## src/rtl/cic_comp_pkg.sv

```systemverilog
// Shared state type, default widths, droop-compensation coefficients and the
// round/saturate helper for the CIC compensation FIR.
package cic_comp_pkg;

  localparam int DEF_DATA_W  = 16;
  localparam int DEF_COEFF_W = 18;
  localparam int DEF_TAPS    = 7;
  localparam int DEF_SHIFT   = 16;
  localparam int DEF_ACC_W   = DEF_DATA_W + DEF_COEFF_W + $clog2(DEF_TAPS);

  typedef enum logic [1:0] {IDLE, MAC, ROUND, OUT} state_e;

  typedef logic signed [DEF_COEFF_W-1:0] coeff_t;

  // Symmetric taps summing to 2^16 so DC passes with unity gain.
  localparam coeff_t COMP_COEFFS [DEF_TAPS] = '{
    -18'sd2048, 18'sd4096, -18'sd12288, 18'sd86016, -18'sd12288, 18'sd4096, -18'sd2048
  };

  function automatic logic signed [DEF_DATA_W-1:0] sat_round(
    input logic signed [DEF_ACC_W-1:0] acc
  );
    logic signed [DEF_ACC_W:0] sum;
    logic signed [DEF_ACC_W:0] r;
    sum = {acc[DEF_ACC_W-1], acc} + ((DEF_ACC_W+1)'(1) << (DEF_SHIFT-1));
    r   = sum >>> DEF_SHIFT;
    if (r > (DEF_ACC_W+1)'(2**(DEF_DATA_W-1)-1)) begin
      return DEF_DATA_W'(2**(DEF_DATA_W-1)-1);
    end else if (r < (DEF_ACC_W+1)'(-(2**(DEF_DATA_W-1)))) begin
      return {1'b1, {(DEF_DATA_W-1){1'b0}}};
    end
    return r[DEF_DATA_W-1:0];
  endfunction

endpackage

```

## src/rtl/cic_comp_mac.sv

```systemverilog
// Signed multiply-accumulate register with clear/enable, followed by the
// round-half-up arithmetic shift and output saturation.
module cic_comp_mac
  import cic_comp_pkg::*;
#(
  parameter int DATA_W  = DEF_DATA_W,
  parameter int COEFF_W = DEF_COEFF_W,
  parameter int ACC_W   = DEF_ACC_W,
  parameter int SHIFT   = DEF_SHIFT
) (
  input  logic               clk_i,
  input  logic               rst_ni,
  input  logic               clr_i,
  input  logic               en_i,
  input  logic [DATA_W-1:0]  sample_i,
  input  logic [COEFF_W-1:0] coeff_i,
  output logic [DATA_W-1:0]  result_o
);

  localparam int PROD_W = DATA_W + COEFF_W;
  localparam logic [ACC_W:0] HALF = (ACC_W+1)'(1) << (SHIFT-1);
  localparam logic signed [ACC_W:0] SAT_HI = (ACC_W+1)'(2**(DATA_W-1)-1);
  localparam logic signed [ACC_W:0] SAT_LO = (ACC_W+1)'(-(2**(DATA_W-1)));

  logic signed [PROD_W-1:0] prod;
  logic signed [ACC_W-1:0]  acc_q, acc_d;
  logic signed [ACC_W:0]    rnd_sum, rnd_shift;

  // Both operands are sign-extended to the product width so the modular
  // product equals the full-precision signed product.
  assign prod = $signed({{COEFF_W{sample_i[DATA_W-1]}}, sample_i})
              * $signed({{DATA_W{coeff_i[COEFF_W-1]}}, coeff_i});

  always_comb begin
    acc_d = acc_q;
    if (clr_i) begin
      acc_d = '0;
    end else if (en_i) begin
      acc_d = acc_q + {{(ACC_W-PROD_W){prod[PROD_W-1]}}, prod};
    end
  end

  always_ff @(posedge clk_i or negedge rst_ni) begin
    if (!rst_ni) begin
      acc_q <= '0;
    end else begin
      acc_q <= acc_d;
    end
  end

  assign rnd_sum   = {acc_q[ACC_W-1], acc_q} + HALF;
  assign rnd_shift = rnd_sum >>> SHIFT;

  always_comb begin
    if (rnd_shift > SAT_HI) begin
      result_o = SAT_HI[DATA_W-1:0];
    end else if (rnd_shift < SAT_LO) begin
      result_o = SAT_LO[DATA_W-1:0];
    end else begin
      result_o = rnd_shift[DATA_W-1:0];
    end
  end

endmodule

```

## src/rtl/cic_comp_fir.sv

```systemverilog
// CIC droop-compensation FIR: one shared multiplier walks the sample ring
// once per accepted input tick, then rounds, saturates and presents the result.
module cic_comp_fir
  import cic_comp_pkg::*;
#(
  parameter int DATA_W  = DEF_DATA_W,
  parameter int COEFF_W = DEF_COEFF_W,
  parameter int TAPS    = DEF_TAPS,
  parameter int SHIFT   = DEF_SHIFT,
  parameter logic signed [COEFF_W-1:0] COEFFS [TAPS] = COMP_COEFFS
) (
  input  logic              clk_i,
  input  logic              rst_ni,
  input  logic              tick_i,
  input  logic [DATA_W-1:0] signal_i,
  output logic              tick_o,
  output logic [DATA_W-1:0] signal_o,
  output logic              busy_o,
  output logic              overrun_o
);

  localparam int PTR_W = $clog2(TAPS);
  localparam int ACC_W = DATA_W + COEFF_W + $clog2(TAPS);
  localparam logic [PTR_W-1:0] LAST = PTR_W'(TAPS-1);

  state_e            state_q, state_d;
  logic [PTR_W-1:0]  wptr_q, wptr_d;
  logic [PTR_W-1:0]  rptr_q, rptr_d;
  logic [PTR_W-1:0]  kidx_q, kidx_d;
  logic [DATA_W-1:0] ring_q [TAPS];
  logic [DATA_W-1:0] signal_q, signal_d;
  logic              overrun_q, overrun_d;
  logic              accept, mac_clr, mac_en;
  logic [DATA_W-1:0] rnd_res;

  // Samples are only taken while idle; any other tick is lost and remembered.
  assign accept = tick_i && (state_q == IDLE);

  always_comb begin
    state_d   = state_q;
    wptr_d    = wptr_q;
    rptr_d    = rptr_q;
    kidx_d    = kidx_q;
    signal_d  = signal_q;
    overrun_d = overrun_q | (tick_i & ~accept);
    mac_clr   = 1'b0;
    mac_en    = 1'b0;
    if (accept) begin
      wptr_d = (wptr_q == LAST) ? '0 : wptr_q + PTR_W'(1);
    end
    case (state_q)
      IDLE: begin
        if (tick_i) begin
          state_d = MAC;
          rptr_d  = wptr_q;
          kidx_d  = '0;
          mac_clr = 1'b1;
        end
      end
      // The read pointer walks backwards from the newest sample, so tap k
      // always meets the sample from k ticks ago.
      MAC: begin
        mac_en = 1'b1;
        kidx_d = kidx_q + PTR_W'(1);
        rptr_d = (rptr_q == '0) ? LAST : rptr_q - PTR_W'(1);
        if (kidx_q == LAST) begin
          state_d = ROUND;
        end
      end
      ROUND: begin
        signal_d = rnd_res;
        state_d  = OUT;
      end
      OUT: begin
        state_d = IDLE;
      end
      default: begin
        state_d = IDLE;
      end
    endcase
  end

  always_ff @(posedge clk_i or negedge rst_ni) begin
    if (!rst_ni) begin
      state_q   <= IDLE;
      wptr_q    <= '0;
      rptr_q    <= '0;
      kidx_q    <= '0;
      signal_q  <= '0;
      overrun_q <= 1'b0;
    end else begin
      state_q   <= state_d;
      wptr_q    <= wptr_d;
      rptr_q    <= rptr_d;
      kidx_q    <= kidx_d;
      signal_q  <= signal_d;
      overrun_q <= overrun_d;
    end
  end

  always_ff @(posedge clk_i or negedge rst_ni) begin
    if (!rst_ni) begin
      for (int i = 0; i < TAPS; i++) begin
        ring_q[i] <= '0;
      end
    end else if (accept) begin
      ring_q[wptr_q] <= signal_i;
    end
  end

  cic_comp_mac #(
    .DATA_W (DATA_W),
    .COEFF_W(COEFF_W),
    .ACC_W  (ACC_W),
    .SHIFT  (SHIFT)
  ) u_mac (
    .clk_i   (clk_i),
    .rst_ni  (rst_ni),
    .clr_i   (mac_clr),
    .en_i    (mac_en),
    .sample_i(ring_q[rptr_q]),
    .coeff_i (COEFFS[kidx_q]),
    .result_o(rnd_res)
  );

  assign tick_o    = (state_q == OUT);
  assign busy_o    = (state_q == MAC) || (state_q == ROUND);
  assign signal_o  = signal_q;
  assign overrun_o = overrun_q;

endmodule

```

## config.mk

```make
export PLATFORM = sky130hd
export DESIGN_NAME = cic_comp_fir
export DESIGN_NICKNAME = d
export VERILOG_FILES = /design/src/rtl/cic_comp_pkg.sv /design/src/rtl/cic_comp_mac.sv /design/src/rtl/cic_comp_fir.sv
export SDC_FILE = /design/constraint.sdc
export NUM_CORES = 1
export LEC_CHECK = 0
export CAP_MARGIN = 10
export CELL_PAD_IN_SITES_DETAIL_PLACEMENT = 0
export CELL_PAD_IN_SITES_GLOBAL_PLACEMENT = 1
export CORE_MARGIN = 1
export CORE_UTILIZATION = 56
export CTS_CLUSTER_DIAMETER = 30
export DETAILED_ROUTE_END_ITERATION = 12
export GPL_TIMING_DRIVEN = 0
export PLACE_DENSITY_LB_ADDON = 0.15
export SLEW_MARGIN = 20
export SYNTH_ARGS = -nofsm -noshare
export SYNTH_HDL_FRONTEND = slang
export SYNTH_HIERARCHICAL = 1
export SYNTH_SLANG_ARGS = --single-unit
```

## constraint.sdc

```tcl
create_clock -name clk_i -period 21.6 [get_ports clk_i]
set_input_delay 4.32 -clock clk_i [delete_from_list [all_inputs] [get_ports clk_i]]
set_output_delay 4.32 -clock clk_i [all_outputs]
set_load 0.02 [all_outputs]
```

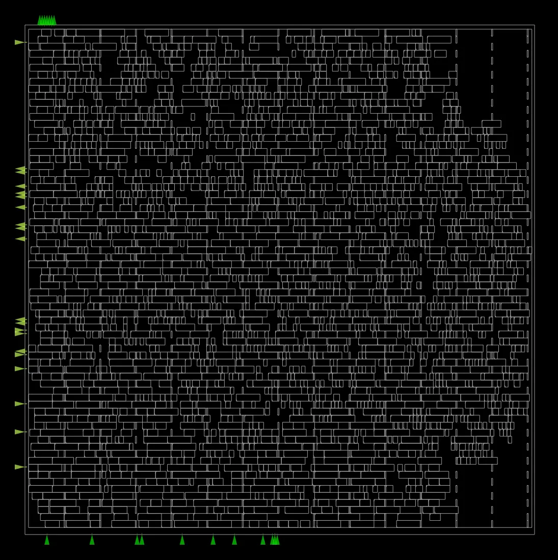
Figure 1: run 1, placement view.
filler instances: 3,276
flop count: 177

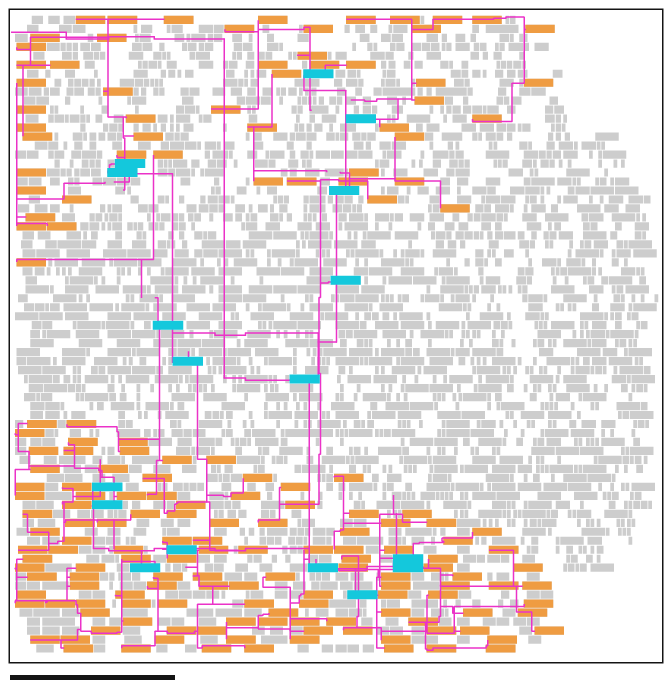
Figure 2: run 1, clock distribution.
The bar under the picture is 50 um long.
Cyan stands for cells driving clock nets, count 17. Orange stands for flip-flops, count 177. Magenta stands for clock wires, length 2,820 um.
There are 18 routed clock nets. Position of the flops: all over the die.

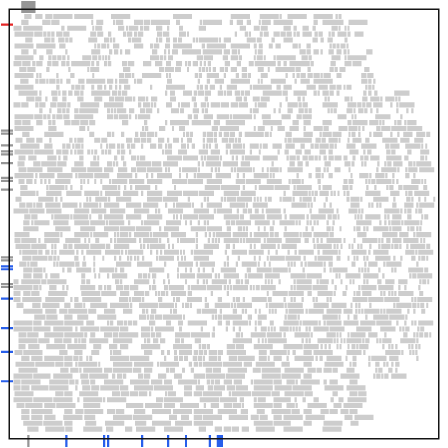
Figure 3: run 1, ports around the boundary.
Pins as bars across the die edge, other pins in grey.
Red stands for clk_i, pins 1, direction input, edge left. Blue stands for signal_i, pins 16, direction input, edge 10 bottom, 6 left.
All pins by edge: 20 left, 11 bottom, 7 top.

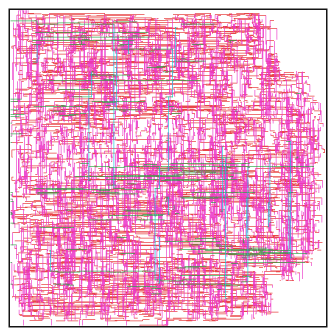
Figure 4: run 1, routed metal, one colour a layer.
Red stands for met1, wire length 23.9 mm. Green stands for met3, wire length 2,430 um. Magenta stands for met2, wire length 24.8 mm. Cyan stands for met4, wire length 844 um.

==> reports/metrics.cfg, run 1 <==
[clocking]
clock_latency_ps=460
cts_hold_buf=0
cts_made_buffers=17
cts.sinks=177
post_cts_resized=0
root_buffer=clkbuf_16
clkTransAtPathRegs_ps=80
htreeDepth=4
post-cts-setup-buffers=0
cts_tree=done
cts_buffer_depth=2

[synth]
area_leaders=fa_1, dfrtp_1, ha_1
synth_area_um2=21400
netlist_instances=2158
synth_cell_type_count=84
common_cells=inv_1, fa_1, nand2_1
synth_top_area_share_pct=27.2
yosys_most_used_dff=dfrtp_1
top_cell=inv_1
synthArstFlopShare_pct=100
ys.flops=177
synth.avg_cell_area_um2=9.91
synth_seq_share_pct=20.7
top_area_cell=fa_1
ys_cells=2158
edf_count=0
ys_warn_count=6
yosys_area_um2=21400

[detailed_routing]
viasPerCell=5.46
ant_nets=0
drt_iter0_drc=854
dr.pass1.iters=5
drcViolationCount=0
routed.top_layer=met4
vias=15400
met1Wirelength_um=23900
wire_per_inst_um=18.4
wirelength_um=51900
met3WireLength_um=2430
wl_met2_um=24800

[final_timing]
tightest_slew_ps=1130
layout_setup_ws_ps=10530
rsz0062_at_grt=false
fmax_mhz=90.3
period_used_pct=51.3
hold_viol_final=0
drv_slew=0
clock_skew_ps=13.8
setup_viol=0
layout_min_cycle_time_ps=11070
tns_ps=0
max_slew_margin_pct=24.4
worst_hold_slack_ps=466

[placement]
io_buffers=36
gp_congestion=0.907
hpwlAfterDp_um=40900
place_inst=2788
pre_cts_slack_ps=10670

[critical_path]
slowest_delay_ps=570
cp.required_ps=21980
critical_path_class=reg2reg
cpMaxStageDelayCell=fa_1
cp_max_fo=11
end_kind=register
cp-start-kind=register
path_common_cell=fa_1
arrival_ps=11460

[die]
dieWidth_um=197
rows=71
num_io_pins=38
core_um2=37700
fp_util_pct=56.8
chipHeight_um=197
die-area_um2=39000

[run_status]
outcome=completed

[run]
cap_violations=0
warning_count=35

[global_routing]
antenna_found_initial=1
grt_max_degree=91
grtUsageTotal_pct=28.7
grt_pass1_vias=16200
grt_overflow_total=0
grt_pass1_wl_um=85600

[final_layout]
finalNonFillerCells=2821
area_growth_pct=9.08
drive_gt1_share_pct=10.7
final_net_count=2741

[min_path]
hp-class=reg2reg

run 1: state kept, by name (all words and copies together) (netlist names):
signal,cells
wptr_q,3
overrun_o,1
rptr_q,3
ring_q,112
state_q,2
kidx_q,3
u_mac/acc_q,37
signal_o,16
run 1: cells by family after synthesis:
family | Yosys count | share of synthesized area, %
and+or+nand+nor | 557 | 13.0
AOI/OAI and AO/OA | 287 | 9.13
adders and majority gates | 426 | 35.1
muxes | 183 | 10.7
xor gates and xnor gates | 74 | 3.03
other | 2 | 0.0351
DFF | 177 | 20.7
buffers and inverters | 452 | 8.27
run 1: placed cells by master, fill, tap and decap left out, types with 17 or more instances in the layout:
cell / synthesis / final
nand2_1: 187 / 187
and2_1: 133 / 133
ha_1: 135 / 135
o21ai_0: 52 / 52
mux2i_1: 19 / 18
nand2b_1: 22 / 22
nor2_1: 107 / 107
inv_1: 363 / 363
conb_1: 2 / 84
clkdlybuf4s50_1: 0 / 35
xnor2_1: 50 / 50
fa_1: 291 / 291
clkbuf_1: 59 / 60
nand3_1: 31 / 31
a21oi_1: 79 / 78
xor2_1: 24 / 24
dfrtp_1: 177 / 177
a21o_1: 32 / 32
mux2_2: 128 / 128
a22oi_1: 20 / 20
mux2_4: 20 / 20
clkbuf_16: 0 / 17
run 1: final timing paths:
path                           start               to  slack, ps  depth (start not counted)
min in group asynchronous     rst_ni      ring_q[104]       3840                          1
hold / removal             overrun_o        overrun_o        470                          1
setup reg to reg           rptr_q[1]  u_mac/acc_q[36]      10530                         36
setup / recovery           rptr_q[1]  u_mac/acc_q[36]      10530                         36
hold reg to reg            overrun_o        overrun_o        470                          1
max in group asynchronous     rst_ni  u_mac/acc_q[15]      16820                          2
run 1: final cells by class:
cell class	instances	area (um^2)	area share, %
Clock buffer	18	429	1.84
Buffer	88	404	1.73
Sequential cell	177	4430	19.0
Antenna cell	1	2.50	0.0107
Tap cell	511	639	2.74
Multi-Input combinational cell	1611	15500	66.5
Inverter	364	1370	5.85
Timing Repair Buffer	37	393	1.68
Clock inverter	14	164	0.702
run 1: layer usage:
| layer | GRT usage (%) | vias to the layer above |
|---|---|---|
| met2 | 46.7 | 316 |
| li1 | - | 7156 |
| met1 | 40.4 | 7884 |
| met3 | 4.25 | 52 |
| met4 | 7.21 | 0 |
| met5 | 0 | - |
run 1: critical path, delay by kind of cell (launching register included):
kind                     cells  cell delay (ps)
adder cells (fa/ha/maj)      8             3820
AND-OR/OR-AND               13             3440
AND/OR/NAND/NOR              7             1260
buffers and inverters        8             2120
flip-flops                   1              320
run 1: stage by stage:
stage	util [%]	area, um^2
finish	62.0	23300
global route	62.0	23300
CTS	62.0	23300
detailed placement	60.4	22700
global placement	60.3	22700
floorplan	-	21700
Figure 5. Cell classes on the final placement (run 1).
Fill, decap, tap and diode cells in grey.
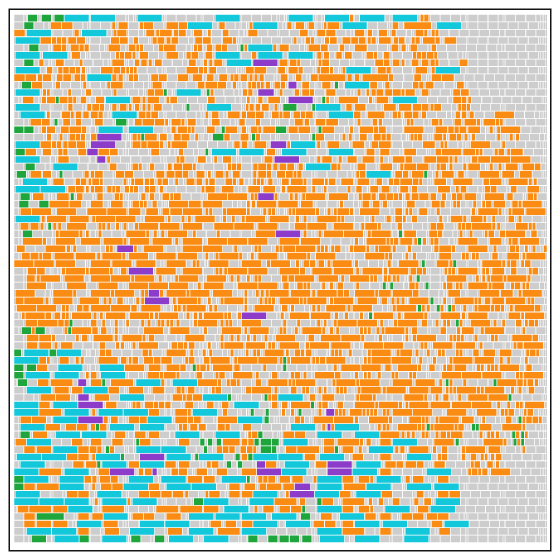

==> inputs of run 2 (changes only) <==
--- a/config.mk
+++ b/config.mk
@@ -9,7 +9,7 @@
 export CELL_PAD_IN_SITES_DETAIL_PLACEMENT = 0
 export CELL_PAD_IN_SITES_GLOBAL_PLACEMENT = 1
 export CORE_MARGIN = 1
-export CORE_UTILIZATION = 56
+export CORE_UTILIZATION = 52
 export CTS_CLUSTER_DIAMETER = 30
 export DETAILED_ROUTE_END_ITERATION = 12
 export GPL_TIMING_DRIVEN = 0
==> constraint.sdc (replaced) <==
create_clock -name clk_i -period 10.2 [get_ports clk_i]
set_input_delay 2.04 -clock clk_i [delete_from_list [all_inputs] [get_ports clk_i]]
set_output_delay 2.04 -clock clk_i [all_outputs]
set_load 0.02 [all_outputs]
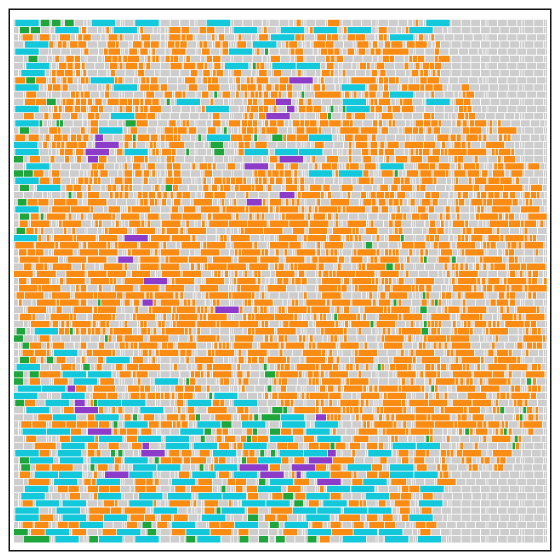
Figure 6: run 2, cell classes on the final placement.
Fill, decap, tap and diode cells in grey.
Orange stands for all other logic, cells 1,975. Purple stands for clock drivers and dummy loads, cells 32. Green stands for other buffers and delay cells, cells 124. Cyan stands for flip-flops, cells 177.

==> run 2 against run 1 <==
Sequential share of layout area decreased by 0.18 points. Hold slack got worse by 4.1 ps. Sequential cell count unchanged. Critical endpoint unchanged. Largest cell class unchanged. First-iteration DRC count increased by 10%.
==> reports/metrics.cfg, run 2 <==
[run_status]
outcome=completed

[final_layout]
num_antenna_cells=0  ; -1
mostFrequentLayoutCells=inv_1, fa_1, nand2_1
drive_gt1_share_pct=12.4  ; +1.7 points
area_growth_pct=10.1
final_net_count=2740  ; -0.036%
layout_top_cell=inv_1
max_flop_register=ring_q
finalNonFillerCells=2833  ; +0.43%
largest_reg_flops=112  ; unchanged

[detailed_routing]
drt_iter0_drc=943  ; +10%
dr.pass1.iters=5  ; unchanged
vias=15400  ; -0.065%
wire_per_inst_um=18.3  ; -0.51%
viasPerCell=5.44  ; -0.49%
drcViolationCount=0  ; unchanged
ant_nets=0  ; unchanged
wirelength_um=51900  ; about the same

[synth]
common_cells=inv_1, fa_1, nand2_1
synth_top_area_share_pct=27.2  ; unchanged
yosys_area_um2=21400  ; unchanged
synth_area_um2=21400  ; unchanged
area_leaders=fa_1, dfrtp_1, ha_1
ys_cells=2158  ; unchanged
top_area_cell=fa_1
top_cell=inv_1
yosys_most_used_dff=dfrtp_1
ys.flops=177  ; unchanged
synth_seq_share_pct=20.7  ; unchanged
synthArstFlopShare_pct=100  ; unchanged
ys_warn_count=6  ; unchanged
synth_cell_type_count=84  ; unchanged
edf_count=0  ; unchanged
netlist_instances=2158  ; unchanged
synth.avg_cell_area_um2=9.91  ; unchanged

[global_routing]
grt_pass1_wl_um=86700  ; +1.3%
grt_overflow_total=0  ; unchanged
grt_pass1_vias=16100  ; -0.63%
grt_max_degree=104  ; +14%
antenna_found_initial=1  ; unchanged

[placement]
place_inst=2802  ; +0.50%
pre_cts_slack_ps=-815  ; -11,490 ps
gp_congestion=0.870  ; -4.0%
hpwlAfterDp_um=41500  ; +1.4%
io_buffers=36  ; unchanged

[final_timing]
rsz0062_at_grt=false
tightest_slew_ps=1020  ; -114 ps
layout_min_cycle_time_ps=9830  ; -1240 ps
layout_setup_ws_ps=370  ; -10,160 ps
hold_viol_final=0  ; unchanged
period_used_pct=96.4  ; +45 points
drv_slew=0  ; unchanged
clock_skew_ps=20.8  ; +6.93 ps
setup_viol=0  ; unchanged
max_slew_margin_pct=32.0  ; +7.6 points
fmax_mhz=102  ; +13%

[die]
rows=73  ; +2.8%
dieWidth_um=205  ; +3.7%
core_um2=40200  ; +6.7%
num_io_pins=38  ; unchanged
chipHeight_um=205  ; +3.7%
fp_util_pct=53.2  ; -3.6 points

[clocking]
cts_buffer_depth=2  ; unchanged
cts_tree=done
clkTransAtPathRegs_ps=90  ; about the same
htreeDepth=4  ; unchanged
root_buffer=clkbuf_16
cts.sinks=177  ; unchanged
cts_made_buffers=17  ; unchanged
clock_latency_ps=460  ; about the same

[critical_path]
critical_path_class=reg2reg
cp_max_fo=14  ; +3
path_buffers=7  ; -1
arrival_ps=10210  ; -1250 ps
cp.required_ps=10580  ; -11,400 ps
path_common_cell=fa_1
critPathTopFamily=adder cells
end_kind=register
cp-start-kind=register
cpMaxStageDelayCell=fa_1

[min_path]
hp-class=reg2reg

[run]
cap_violations=0  ; unchanged
warning_count=37  ; +5.7%

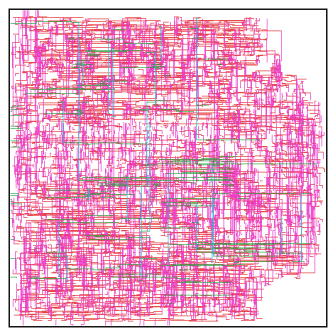
Figure 7: run 2, routed metal, one colour a layer.
Cyan stands for met4, wire length 902 um. Green stands for met3, wire length 2,590 um. Red stands for met1, wire length 24.3 mm. Magenta stands for met2, wire length 24.1 mm.

[run 2: cell counts after synthesis]
No cell type changed its count.
[run 2: kinds of logic after synthesis]
group,share of synthesized area (%)
XOR/XNOR,3.03
AND-OR/OR-AND,9.13
buffers and inverters,8.27
flip-flops,20.7
multiplexers,10.7
adder cells (fa/ha/maj),35.1
other,0.0351
AND/OR/NAND/NOR,13.0
[run 2: repair_timing]
action,4_1_cts,5_1_grt
gates resized,35,24
setup endpoints to repair,8,2
pin swaps,1,4
buffers inserted,1,5
hold buffers,0,0
[run 2: area by class of cell]
type | instances | area, um^2
plain buffers | 81 | 443
clock buffers | 17 | 425
clock inverters | 15 | 188
fillers | 3590 | 16600
inverters | 364 | 1370
multi-input cells | 1611 | 15600
flip-flops and latches | 177 | 4430
well taps | 525 | 657
repair buffers | 43 | 438
[run 2: path summary, 6_finish.rpt]
check,startpoint,to,slack (ps),cells after the start
worst max register to register,kidx_q[1],u_mac/acc_q[36],370,34
max in group asynchronous,rst_ni,ring_q[0],7730,2
worst max-delay path,kidx_q[1],u_mac/acc_q[36],370,34
worst min-delay path,overrun_o,overrun_o,460,1
worst min register to register,overrun_o,overrun_o,460,1
min in group asynchronous,rst_ni,ring_q[90],1540,1
[run 2: worst reg2reg max path, delay by kind of cell (launching register included)]
family,cells,cell delay [ps]
fa+ha+maj,9,3960
compound gates,11,2740
buf+inv,7,1440
simple gates,7,1200
flops,1,420
[run 2: metrics by stage]
step                      hold slack (ps)  utilization (%)  area (um^2)  TNS [ps]
after CTS                             467             58.4        23500         0
after global placement                446             56.5        22700    -53300
final                                 462             58.6        23600         0
after floorplan                       456                -        21700         0
after global routing                  500             58.6        23600         0
after detailed placement              444             56.6        22800     -1990
[run 2: routing by layer]
layer,part of all wire [%],wire (um),track usage (%),vias up
met5,0,0,0,-
met4,1.7,901,6.53,0
met3,5.0,2590,3.37,48
met2,47,24100,43.4,363
met1,47,24300,38.4,7862
li1,-,-,-,7125
==> inputs of run 3 (changes only) <==
--- a/config.mk
+++ b/config.mk
@@ -5,6 +5,7 @@
 export SDC_FILE = /design/constraint.sdc
 export NUM_CORES = 1
 export LEC_CHECK = 0
+export ABC_CLOCK_PERIOD_IN_PS = 10200
 export CAP_MARGIN = 10
 export CELL_PAD_IN_SITES_DETAIL_PLACEMENT = 0
 export CELL_PAD_IN_SITES_GLOBAL_PLACEMENT = 1
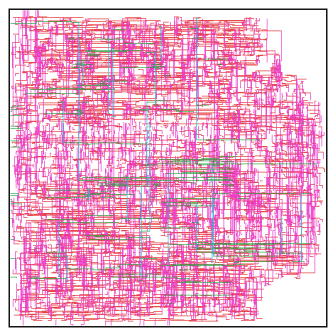
Figure 8: run 3, routed metal, one colour a layer.
Magenta stands for met2, wire length 24.1 mm. Green stands for met3, wire length 2,590 um. Red stands for met1, wire length 24.3 mm. Cyan stands for met4, wire length 902 um.

==> run 3 against run 2 <==
Final area stayed put. Critical path depth stayed put. Maximum frequency stayed put. Hold slack stayed put. Sequential share of layout area stayed put. Clock skew stayed put. Non-clock buffer count stayed put. Sequential cell count stayed put. First-iteration DRC count stayed put. Core utilization stayed put. Die size stayed put. Critical path type unchanged. Critical endpoint unchanged. Largest cell class unchanged.
==> reports/metrics.cfg, run 3 <==
[final_timing]
rsz0062_at_grt=false
drv_slew=0  ; unchanged
tightest_slew_ps=1020  ; unchanged
period_used_pct=96.4  ; unchanged
hold_viol_final=0  ; unchanged
worst_hold_slack_ps=462  ; unchanged
layout_min_cycle_time_ps=9830  ; unchanged
max_slew_margin_pct=32.0  ; unchanged
clock_skew_ps=20.8  ; unchanged
setup_viol=0  ; unchanged
fmax_mhz=102  ; unchanged
tns_ps=0  ; unchanged

[critical_path]
slowest_delay_ps=570
cp.required_ps=10580  ; about the same
arrival_ps=10210  ; about the same
cp-start-kind=register
cpMaxStageDelayCell=fa_1
critical_path_class=reg2reg
path_common_cell=fa_1
end_kind=register
cp_max_fo=14  ; unchanged

[synth]
edf_count=0  ; unchanged
yosys_most_used_dff=dfrtp_1
area_leaders=fa_1, dfrtp_1, ha_1
yosys_area_um2=21400  ; unchanged
synth_top_area_share_pct=27.2  ; unchanged
ys_warn_count=6  ; unchanged
top_area_cell=fa_1
synth_area_um2=21400  ; unchanged
common_cells=inv_1, fa_1, nand2_1
ys_cells=2158  ; unchanged
synthArstFlopShare_pct=100  ; unchanged
synth.avg_cell_area_um2=9.91  ; unchanged
synth_seq_share_pct=20.7  ; unchanged
ys.flops=177  ; unchanged
top_cell=inv_1
netlist_instances=2158  ; unchanged
synth_cell_type_count=84  ; unchanged

[global_routing]
grtUsageTotal_pct=26.9
grt_max_degree=104  ; unchanged
grt_pass1_vias=16100  ; unchanged
antenna_found_initial=1  ; unchanged
grt_overflow_total=0  ; unchanged
grt_pass1_wl_um=86700  ; unchanged

[clocking]
clock_latency_ps=460  ; about the same
cts_tree=done
cts_buffer_depth=2  ; unchanged
root_buffer=clkbuf_16
cts_made_buffers=17  ; unchanged
htreeDepth=4  ; unchanged
cts.sinks=177  ; unchanged
clkTransAtPathRegs_ps=90  ; about the same

[detailed_routing]
dr.pass1.iters=5  ; unchanged
wirelength_um=51900  ; unchanged
drcViolationCount=0  ; unchanged
viasPerCell=5.44  ; unchanged
wire_per_inst_um=18.3  ; unchanged
drt_iter0_drc=943  ; unchanged
vias=15400  ; unchanged
ant_nets=0  ; unchanged

[placement]
io_buffers=36  ; unchanged
gp_congestion=0.870  ; unchanged
hpwlAfterDp_um=41500  ; unchanged
place_inst=2802  ; unchanged

[final_layout]
largest_reg_flops=112  ; unchanged
area_growth_pct=10.1  ; unchanged
drive_gt1_share_pct=12.4  ; unchanged
max_flop_register=ring_q
final_net_count=2740  ; unchanged
layout_top_cell=inv_1
mostFrequentLayoutCells=inv_1, fa_1, nand2_1
num_antenna_cells=0  ; unchanged
num-fill-cells=3590  ; unchanged

[die]
rows=73  ; unchanged
fp_util_pct=53.2  ; unchanged
num_io_pins=38  ; unchanged
core_um2=40200  ; unchanged
dieWidth_um=205  ; unchanged
die-area_um2=42000
chipHeight_um=205  ; unchanged

[run]
cap_violations=0  ; unchanged
warning_count=37  ; unchanged

[run_status]
outcome=completed

[min_path]
hp-class=reg2reg

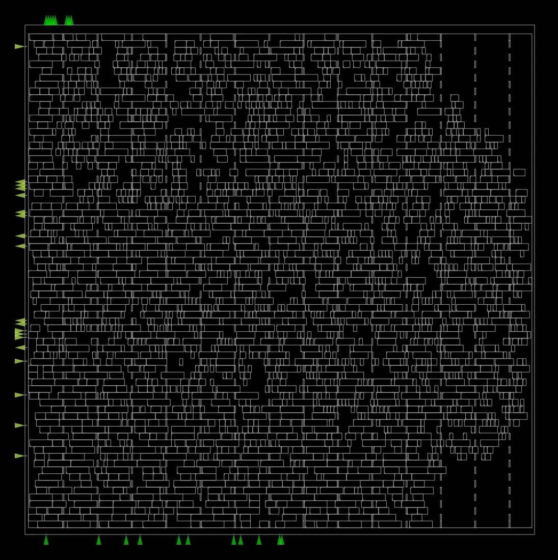
Figure 9: run 3, placement view.
final instance count without filler cells: 2,833
Core Util, Final: 58.6%

run 3: cell counts in the layout (fill, tap and decap cells not counted):
No cell type changed its count.
run 3: cells by family after synthesis:
kind of cell / Yosys count / synth area share (%)
fa+ha+maj: 426 / 35.1
buf+inv: 452 / 8.27
simple gates: 557 / 13.0
mux: 183 / 10.7
other cells: 2 / 0.0351
xor+xnor: 74 / 3.03
compound gates: 287 / 9.13
flops: 177 / 20.7
run 3: area by class of cell:
cell class	count	area, um^2	share of cell area [%]
multi-input cells	1611	15600	66.3
flip-flops and latches	177	4430	18.8
inverters	364	1370	5.81
well taps	525	657	2.79
plain buffers	81	443	1.88
repair buffers	43	438	1.86
clock buffers	17	425	1.81
clock inverters	15	188	0.797
run 3: repair_timing:
action,CTS,global route
hold buffers,0,0
setup buffers,1,5
setup endpoints to repair,8,2
pin swaps,1,4
gates resized,35,24
run 3: layer usage:
| metal | wire (um) | GRT usage [%] | vias up |
|---|---|---|---|
| met4 | 901 | 6.53 | 0 |
| met5 | 0 | 0 | - |
| li1 | - | - | 7125 |
| met2 | 24100 | 43.4 | 363 |
| met1 | 24300 | 38.4 | 7862 |
| met3 | 2590 | 3.37 | 48 |
run 3: path summary, 6_finish.rpt:
check                      startpoint               to  slack, ps  cells past startpoint
max in group asynchronous      rst_ni        ring_q[0]       7730                      2
min reg2reg                 overrun_o        overrun_o        460                      1
max reg2reg                 kidx_q[1]  u_mac/acc_q[36]        370                     34
max                         kidx_q[1]  u_mac/acc_q[36]        370                     34
min in group asynchronous      rst_ni       ring_q[90]       1540                      1
min                         overrun_o        overrun_o        460                      1
run 3: critical path, delay by kind of cell, from the launching register on:
| kind | cells | cell delay [ps] |
|---|---|---|
| AOI/OAI and AO/OA | 11 | 2740 |
| DFF | 1 | 420 |
| adders and majority gates | 9 | 3950 |
| and+or+nand+nor | 7 | 1200 |
| buffers and inverters | 7 | 1420 |
run 3: per-stage QoR:
step / cell area, um^2 / setup WS, ps
2_1_floorplan: 21700 / 809
3_3_place_gp: 22700 / -709
3_5_place_dp: 22800 / -815
4_1_cts: 23500 / 0.548
5_1_grt: 23600 / 7.56
6_report: 23600 / 370
